$ cat src/rtl/wb_stage_param.sv
// ============================================================================
// Module      : wb_stage_param
// Description : Registered write-back stage with sub-word load extraction and
//               serialisation of dual (load + base-register) writes.
//               Optional retire counter enabled by macro WB_RETIRE_CNT_EN.
// Revision    : 1.0 - initial release
// ============================================================================
`default_nettype none

module wb_stage_param #(
    parameter int DATA_W     = 32,
    parameter int REG_ADDR_W = 4,
    parameter int ADDR_W     = 32
) (
    input  logic                  clk,
    input  logic                  rst,
    input  logic                  freeze,
    input  logic                  flush,
    input  logic [ADDR_W-1:0]     pc_in,
    input  logic [DATA_W-1:0]     alu_res,
    input  logic [DATA_W-1:0]     mem_data,
    input  logic                  mem_r_en,
    input  logic [1:0]            mem_size,
    input  logic                  mem_signed,
    input  logic                  wb_en,
    input  logic [REG_ADDR_W-1:0] dest,
    input  logic                  base_wb_en,
    input  logic [REG_ADDR_W-1:0] base_dest,
    input  logic [DATA_W-1:0]     base_value,
    output logic [ADDR_W-1:0]     pc,
    output logic [DATA_W-1:0]     wb_value,
    output logic [REG_ADDR_W-1:0] wb_dest,
    output logic                  wb_wb_en,
`ifdef WB_RETIRE_CNT_EN
    output logic [31:0]           retire_cnt,
`endif
    output logic                  stall_out
);

    localparam int LANE_W = $clog2(DATA_W / 8);

    typedef enum logic [0:0] {
        ST_RUN    = 1'b0,
        ST_SECOND = 1'b1
    } state_t;

    state_t                r_state;
    state_t                w_state_nxt;
    logic [ADDR_W-1:0]     r_pc,         w_pc_nxt;
    logic [DATA_W-1:0]     r_value,      w_value_nxt;
    logic [REG_ADDR_W-1:0] r_dest,       w_dest_nxt;
    logic                  r_en,         w_en_nxt;
    logic [REG_ADDR_W-1:0] r_pend_dest,  w_pend_dest_nxt;
    logic [DATA_W-1:0]     r_pend_value, w_pend_value_nxt;

    logic [LANE_W-1:0]     w_lane;
    logic [LANE_W-1:0]     w_half_lane;
    logic [7:0]            w_byte;
    logic [15:0]           w_half;
    logic [DATA_W-1:0]     w_load_ext;
    logic [DATA_W-1:0]     w_sel;

    // Little-endian lanes; a half-word access ignores address bit 0.
    assign w_lane      = alu_res[LANE_W-1:0];
    assign w_half_lane = w_lane & ~LANE_W'(1);
    assign w_byte      = mem_data[{w_lane, 3'b000} +: 8];
    assign w_half      = mem_data[{w_half_lane, 3'b000} +: 16];

    always_comb begin
        w_load_ext = mem_data;
        case (mem_size)
            2'b00: w_load_ext = {{(DATA_W-8){mem_signed & w_byte[7]}}, w_byte};
            2'b01: w_load_ext = {{(DATA_W-16){mem_signed & w_half[15]}}, w_half};
            default: w_load_ext = mem_data;
        endcase
    end

    assign w_sel = mem_r_en ? w_load_ext : alu_res;

    always_comb begin
        w_state_nxt      = r_state;
        w_pc_nxt         = r_pc;
        w_value_nxt      = r_value;
        w_dest_nxt       = r_dest;
        w_en_nxt         = r_en;
        w_pend_dest_nxt  = r_pend_dest;
        w_pend_value_nxt = r_pend_value;

        if (r_state == ST_SECOND) begin
            // Already-committed base write completes regardless of flush/inputs.
            w_value_nxt = r_pend_value;
            w_dest_nxt  = r_pend_dest;
            w_en_nxt    = 1'b1;
            w_state_nxt = ST_RUN;
        end else if (flush) begin
            w_pc_nxt = pc_in;
            w_en_nxt = 1'b0;
        end else begin
            w_pc_nxt    = pc_in;
            w_value_nxt = w_sel;
            w_dest_nxt  = dest;
            w_en_nxt    = wb_en;
            if (base_wb_en && !wb_en) begin
                w_value_nxt = base_value;
                w_dest_nxt  = base_dest;
                w_en_nxt    = 1'b1;
            end else if (base_wb_en && wb_en && (dest != base_dest)) begin
                w_pend_dest_nxt  = base_dest;
                w_pend_value_nxt = base_value;
                w_state_nxt      = ST_SECOND;
            end
        end
    end

    always_ff @(posedge clk) begin
        if (rst) begin
            r_state      <= ST_RUN;
            r_pc         <= '0;
            r_value      <= '0;
            r_dest       <= '0;
            r_en         <= 1'b0;
            r_pend_dest  <= '0;
            r_pend_value <= '0;
        end else if (!freeze) begin
            r_state      <= w_state_nxt;
            r_pc         <= w_pc_nxt;
            r_value      <= w_value_nxt;
            r_dest       <= w_dest_nxt;
            r_en         <= w_en_nxt;
            r_pend_dest  <= w_pend_dest_nxt;
            r_pend_value <= w_pend_value_nxt;
        end
    end

`ifdef WB_RETIRE_CNT_EN
    logic [31:0] r_retire_cnt;

    always_ff @(posedge clk) begin
        if (rst) begin
            r_retire_cnt <= '0;
        end else if (!freeze && w_en_nxt) begin
            r_retire_cnt <= r_retire_cnt + 32'd1;
        end
    end

    assign retire_cnt = r_retire_cnt;
`endif

    assign pc        = r_pc;
    assign wb_value  = r_value;
    assign wb_dest   = r_dest;
    assign wb_wb_en  = r_en;
    assign stall_out = (r_state == ST_SECOND);

endmodule

`default_nettype wire

$ cat config.mk
export PLATFORM = sky130hd
export DESIGN_NAME = wb_stage_param
export DESIGN_NICKNAME = d
export VERILOG_FILES = /design/src/rtl/wb_stage_param.sv
export SDC_FILE = /design/constraint.sdc
export NUM_CORES = 1
export LEC_CHECK = 0
export ABC_AREA = 0
export CORE_ASPECT_RATIO = 1.1
export CORE_MARGIN = 5
export CORE_UTILIZATION = 40
export DETAILED_ROUTE_END_ITERATION = 6
export GPL_TIMING_DRIVEN = 0
export PLACE_DENSITY = 0.8
export SETUP_SLACK_MARGIN = 0.05
export SLEW_MARGIN = 5
export SYNTH_ARGS = -nofsm -noshare
export SYNTH_HDL_FRONTEND = slang
export SYNTH_SLANG_ARGS = --single-unit
$ cat constraint.sdc
create_clock -name clk -period 3.6 [get_ports clk]
set_input_delay 0.54 -clock clk [delete_from_list [all_inputs] [get_ports clk]]
set_output_delay 0.54 -clock clk [all_outputs]
set_load 0.05 [all_outputs]
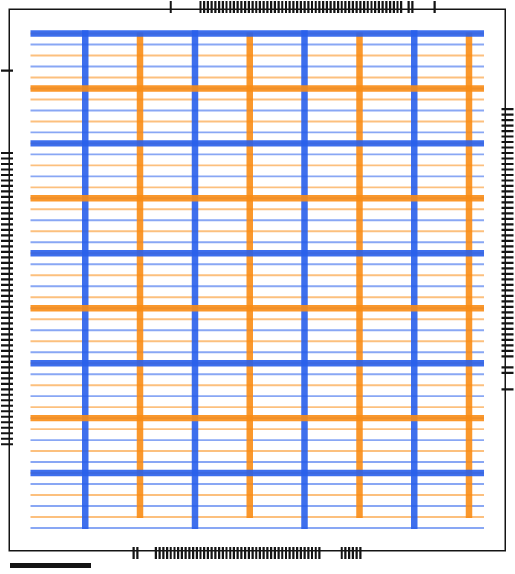
Fig. 1. PDN straps and rails (run 1).
Bar = 20 um. Pins as bars on the die edge.
net	colour
VDD	orange
VSS	blue
met4 straps	8
rows	45
met5 straps	9
met1 rails	46

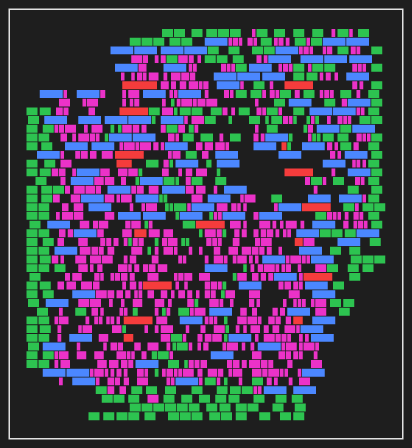
Fig. 2. Placed cells, one colour a class (run 1).
class	colour	cells	share of their area
remaining buffers and delay cells	green	271	30%
registers	blue	106	26%
remaining logic cells	magenta	567	40%
clock drivers and dummy loads	red	16	3.9%
fraction of area in registers: 25.7%
standard-cell rows: 45

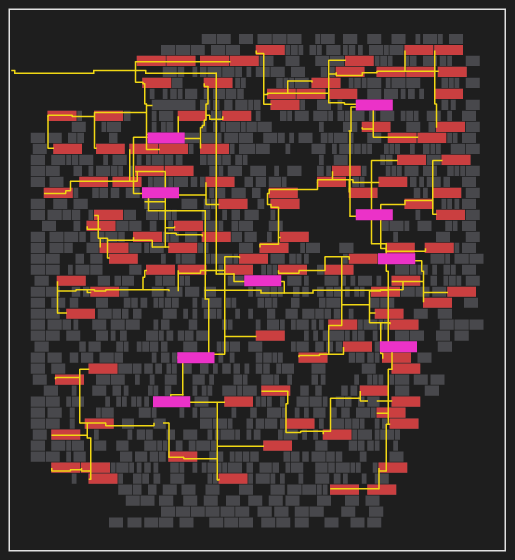
Fig. 3. Clock network drawn from the DEF (run 1).
[clock-net drivers] magenta | count: 9
[flip-flops] red | count: 106
[clock wires] yellow | length: 1380 um
flops lie	all over the die
Clk. pwr: 1.04 mW
Clk pwr share: 33.5%
worst skew pair latency: 0.35 ns
Final Skew: 0.00487 ns

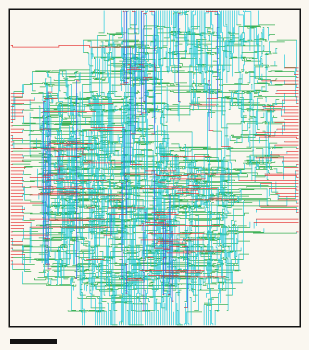
Fig. 4. Wiring by layer (run 1).
Bar = 20 um.
layer	colour	wire length
M3	red	1740 um
M1	green	8520 um
M4	blue	1030 um
M2	cyan	9970 um

[run 1: sequential cells by signal (all words and copies together), names as in the netlist]
register / count
pc: 32
wb_value: 32
r_pend_value: 32
stall_out: 1
r_pend_dest: 4
wb_dest: 4
wb_wb_en: 1
[run 1: critical path, cell delays in order]
cell and delay [ns]:
clkdlybuf4s50_1 0.65, mux2_2 0.41, o311a_1 0.33, a21o_1 0.28, clkbuf_1 0.30, o211a_1 0.30
[run 1: routing by layer]
| layer | GRT usage, % | vias to the layer above | wire (um) |
|---|---|---|---|
| li1 | - | 3027 | - |
| met1 | 31.9 | 2923 | 8520 |
| met2 | 41.2 | 320 | 9970 |
| met3 | 4.08 | 59 | 1740 |
| met4 | 12.5 | 0 | 1030 |
| met5 | 0 | - | 0 |
[run 1: synth_stat cells, types with 2 or more instances]
cell type	n	share of area, %
o211a_1	15	2.7
mux2i_1	46	8.3
a221oi_1	8	1.3
a21o_1	2	0.27
o211ai_1	4	0.54
o2bb2ai_1	7	1.1
nor2b_1	24	2.7
clkbuf_1	45	3.0
o22ai_1	7	0.79
and3_1	2	0.22
o21ai_0	35	3.2
nand2_1	127	8.6
nor2_1	108	7.3
or3_1	7	0.79
a21oi_1	62	5.6
buf_6	4	0.81
buf_1	4	0.27
or2_2	2	0.22
dfxtp_1	106	38
o221ai_1	8	1.3
nand3_1	22	2.0
a311oi_1	15	2.4
nand2b_1	4	0.45
a31oi_1	5	0.56
and2_1	6	0.68
nor3_1	8	0.72
xor2_1	4	0.63
inv_1	7	0.47
o41ai_1	6	0.95
nand4_1	2	0.22
a2111oi_0	8	1.3
buf_2	4	0.36
==> run summary, run 1 <==
impl run done, here's what came out: outcome finished clean, Psw 0.979 mW, pin count of the biggest net entering global routing 19, initial drt markers 487, post-layout period usage of the worst path 71.6%, aoi share 23.2%, min-delay src pc[11]$_SDFFE_PP0P_, required time of the critical path 3.84 ns, Die W 122 um, Reg-to-Reg End pc[8]$_SDFFE_PP0P_, Logic family by area simple AND/OR/NAND/NOR gates, r2r startpoint stall_out$_SDFFE_PP0N_, CTS resizes 0, final WL 21.3 mm, Reg area 0.00212 mm2, register area share after synthesis 38.2%, final setup TNS 0 ns, antenna violations before repair 0, Seq. pwr 1.26 mW, crit path DAT 2.82 ns, CTS Root Cell clkbuf_16, CLK BUF 10, Cell Pwr Density 378 mW/mm2, share of cells above drive strength 1 3.02%, crit end category register, Area Growth Syn to Fin 48.3%, GRT Total Usage 25.2%, Flops after synth 106, Relative slew margins 55.6%, post-layout min period 2.58 ns, Yosys chip area 0.00556 mm2, TritonCTS buffer count 9, postcts setup bufs 0, Synth warnings 0, Post-synth EDFFs 0, Total Power 3.12 mW, Max Fanout on Critical Path 10, Post-DP HPWL 16.3 mm
Fig. 5: run 1, routing congestion map
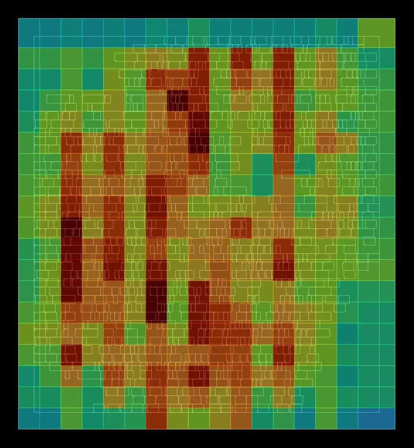

==> inputs of run 2 (changes only) <==
Settings changed: PLACE_DENSITY 0.8 to 0.83.
Clock period 3.6 ns to 2.3 ns, I/O delays scaled along.
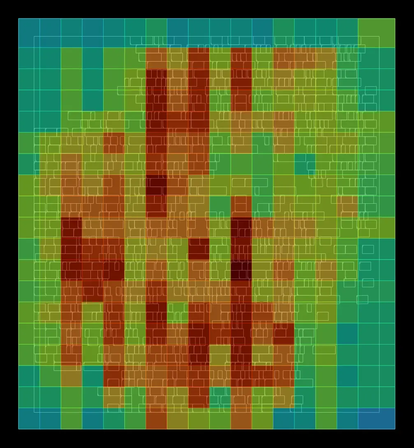
Fig. 6. Routing congestion map (run 2).
met3 usage: 3.23%
GRT met2 Usage: 39.1%
GRT Total Usage: 24.7%

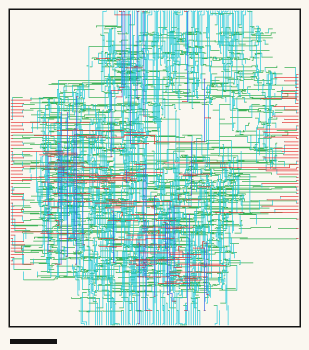
Fig. 7. Wiring by layer (run 2).
Bar = 20 um.
layer	colour	wire length
M3	red	1670 um
M1	green	8530 um
M4	blue	1060 um
M2	cyan	9580 um
via count: 6346
final WL: 20.8 mm
WL/cell: 18.2 um

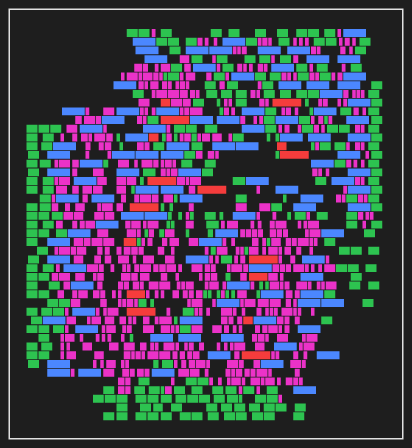
Fig. 8. Placed cells, one colour a class (run 2).
class	colour	cells	share of their area
registers	blue	106	26%
clock drivers and dummy loads	red	16	3.8%
remaining logic cells	magenta	567	40%
remaining buffers and delay cells	green	271	30%

==> run summary, run 2 <==
impl run done, here's what came out: outcome finished clean, r2r startpoint stall_out$_SDFFE_PP0N_, Max Fanout on Critical Path 10 (unchanged), Relative slew margins 58.9% (+3.3 points), Final Skew 0.00789 ns (+0.00302 ns), initial drt markers 628 (+29%), grt ovf 0, Synth warnings 0 (unchanged), postcts setup bufs 0 (unchanged), Commonest Layout Cell clkdlybuf4s50_1, top cells by count 127 x nand2_1, 108 x nor2_1, 106 x dfxtp_1, WHS 0.455 ns, CTS sink count 106, Cell Pwr Density 584 mW/mm2 (+54%), Hold/Removal Path Class register to register, final cell count without fillers 1148, Die W 122 um (unchanged), Reg-to-Reg End wb_value[7]$_SDFFE_PP0P_, Log Warnings 27, Max VDD drop 0.421 mV, RSZ-0062 raised after global routing true, Core Util at FP 40.5%, CP Cell Sequence clkdlybuf4s50_1 > or2_0 > buf_2 > or4_4 > buf_6 > buf_6 > mux2i_1 > nor2_1, min-delay src pc[0]$_SDFFE_PP0P_, Die Size 0.0164 mm2, Buf/Inv on CP 4 (+2), area leader, netlist dfxtp_1, Flops after synth 106 (unchanged), area share, top type 38.2% (unchanged), Inserted Diodes 0, CTS tree yes, post-layout period usage of the worst path 94.8%, TritonCTS buffer count 9 (unchanged), yosys stat cell total 730, Reg area 0.00212 mm2 (unchanged), Area Growth Syn to Fin 48.4% (about the same), clk buf depth 2, fmax 0.459 GHz, crit path DAT 2.40 ns (-0.42 ns), most frequent CP cell buf_6, Top area cell types dfxtp_1 38%, nand2_1 8.6%, mux2i_1 8.3%, Unique cell types 48, Post-synth EDFFs 0 (unchanged), worst skew pair latency 0.36 ns (about the same), required time of the critical path 2.52 ns (-1.32 ns), Total Power 4.82 mW (+54%), worst setup slack after layout 0.120 ns, max incr delay on CP 0.53 ns (-0.12 ns), CTS Root Cell clkbuf_16, Yosys chip area 0.00556 mm2 (unchanged), critical path launch point type primary input, CTS resizes 3 (+3), Worst Path Class, Setup primary input to register, share of cells above drive strength 1 3.44% (+0.42 points), pin count of the biggest net entering global routing 22 (+3), Syn Nets 876, Post-DP HPWL 16.2 mm (-0.87%), Top Family by Delay on Critical Path buffers and inverters, Slew Limit Fails 0, post-layout min period 2.18 ns, H-tree Lvls 3, most frequent cell after synthesis nand2_1, Lkg Pwr 3.45 nW, Final Net Count 1101, I/O Buffers 214, register area share after synthesis 38.2% (unchanged), gpl congestion 0.957, Slowest-stage cell, CP clkdlybuf4s50_1, Final ANT Viol Nets 0, standard-cell rows 45 (unchanged), final setup TNS 0 ns (unchanged), Post-DP Area 0.00794 mm2, crit end category register, antenna violations before repair 0 (unchanged)
[run 2: cell counts after synthesis]
Identical to the previous run, type by type.
[run 2: power breakdown]
| part | switching [mW] | internal (mW) |
|---|---|---|
| clock network | 0.797 | 0.776 |
| logic | 0.731 | 0.545 |
| registers | 0.0495 | 1.92 |
| total | 1.58 | 3.24 |
[run 2: logic make-up (layout without fill, tap and decap cells)]
kind of cell           count (synthesis)  count (layout)  share of synthesized area [%]
flip-flops                           106             106                           38.2
AND-OR/OR-AND                        191             191                           23.2
XOR/XNOR                               4               4                          0.630
buffers and inverters                 66             296                           5.09
multiplexers                          47              47                           8.48
AND/OR/NAND/NOR                      316             316                           24.4
[run 2: worst max path at each step]
stage,slack [ns],cells after the start,end,from
6_report,0.12,8,r_pend_value[14]$_SDFFE_PP0P_,freeze
5_1_grt,0.02,8,wb_value[7]$_SDFFE_PP0P_,base_wb_en
4_1_cts,0.07,7,wb_value[6]$_SDFFE_PP0P_,alu_res[1]
3_5_place_dp,-0.41,6,wb_value[17]$_SDFFE_PP0P_,alu_res[0]
3_3_place_gp,-0.41,6,wb_value[22]$_SDFFE_PP0P_,alu_res[0]
2_1_floorplan,0.30,7,r_pend_value[10]$_SDFFE_PP0P_,stall_out$_SDFFE_PP0N_
[run 2: cell type report]
type                       instances  area share (%)
multi-input combinational        558            38.3
timing repair buffer             214            25.9
sequential                       106            25.7
buffer                            57            3.11
tap                              188            2.85
clock buffer                       9            2.73
clock inverter                     7           0.955
inverter                           9           0.409
[run 2: per-layer routing]
| metal | share of wire, % | up-vias | GRT usage [%] |
|---|---|---|---|
| met5 | 0 | - | 0 |
| met4 | 5.1 | 0 | 12.8 |
| met3 | 8.0 | 71 | 3.23 |
| met2 | 46 | 344 | 39.1 |
| met1 | 41 | 2898 | 32.7 |
| li1 | - | 3033 | - |
Power figures rest on the tool's default switching activity, not on a simulated workload.
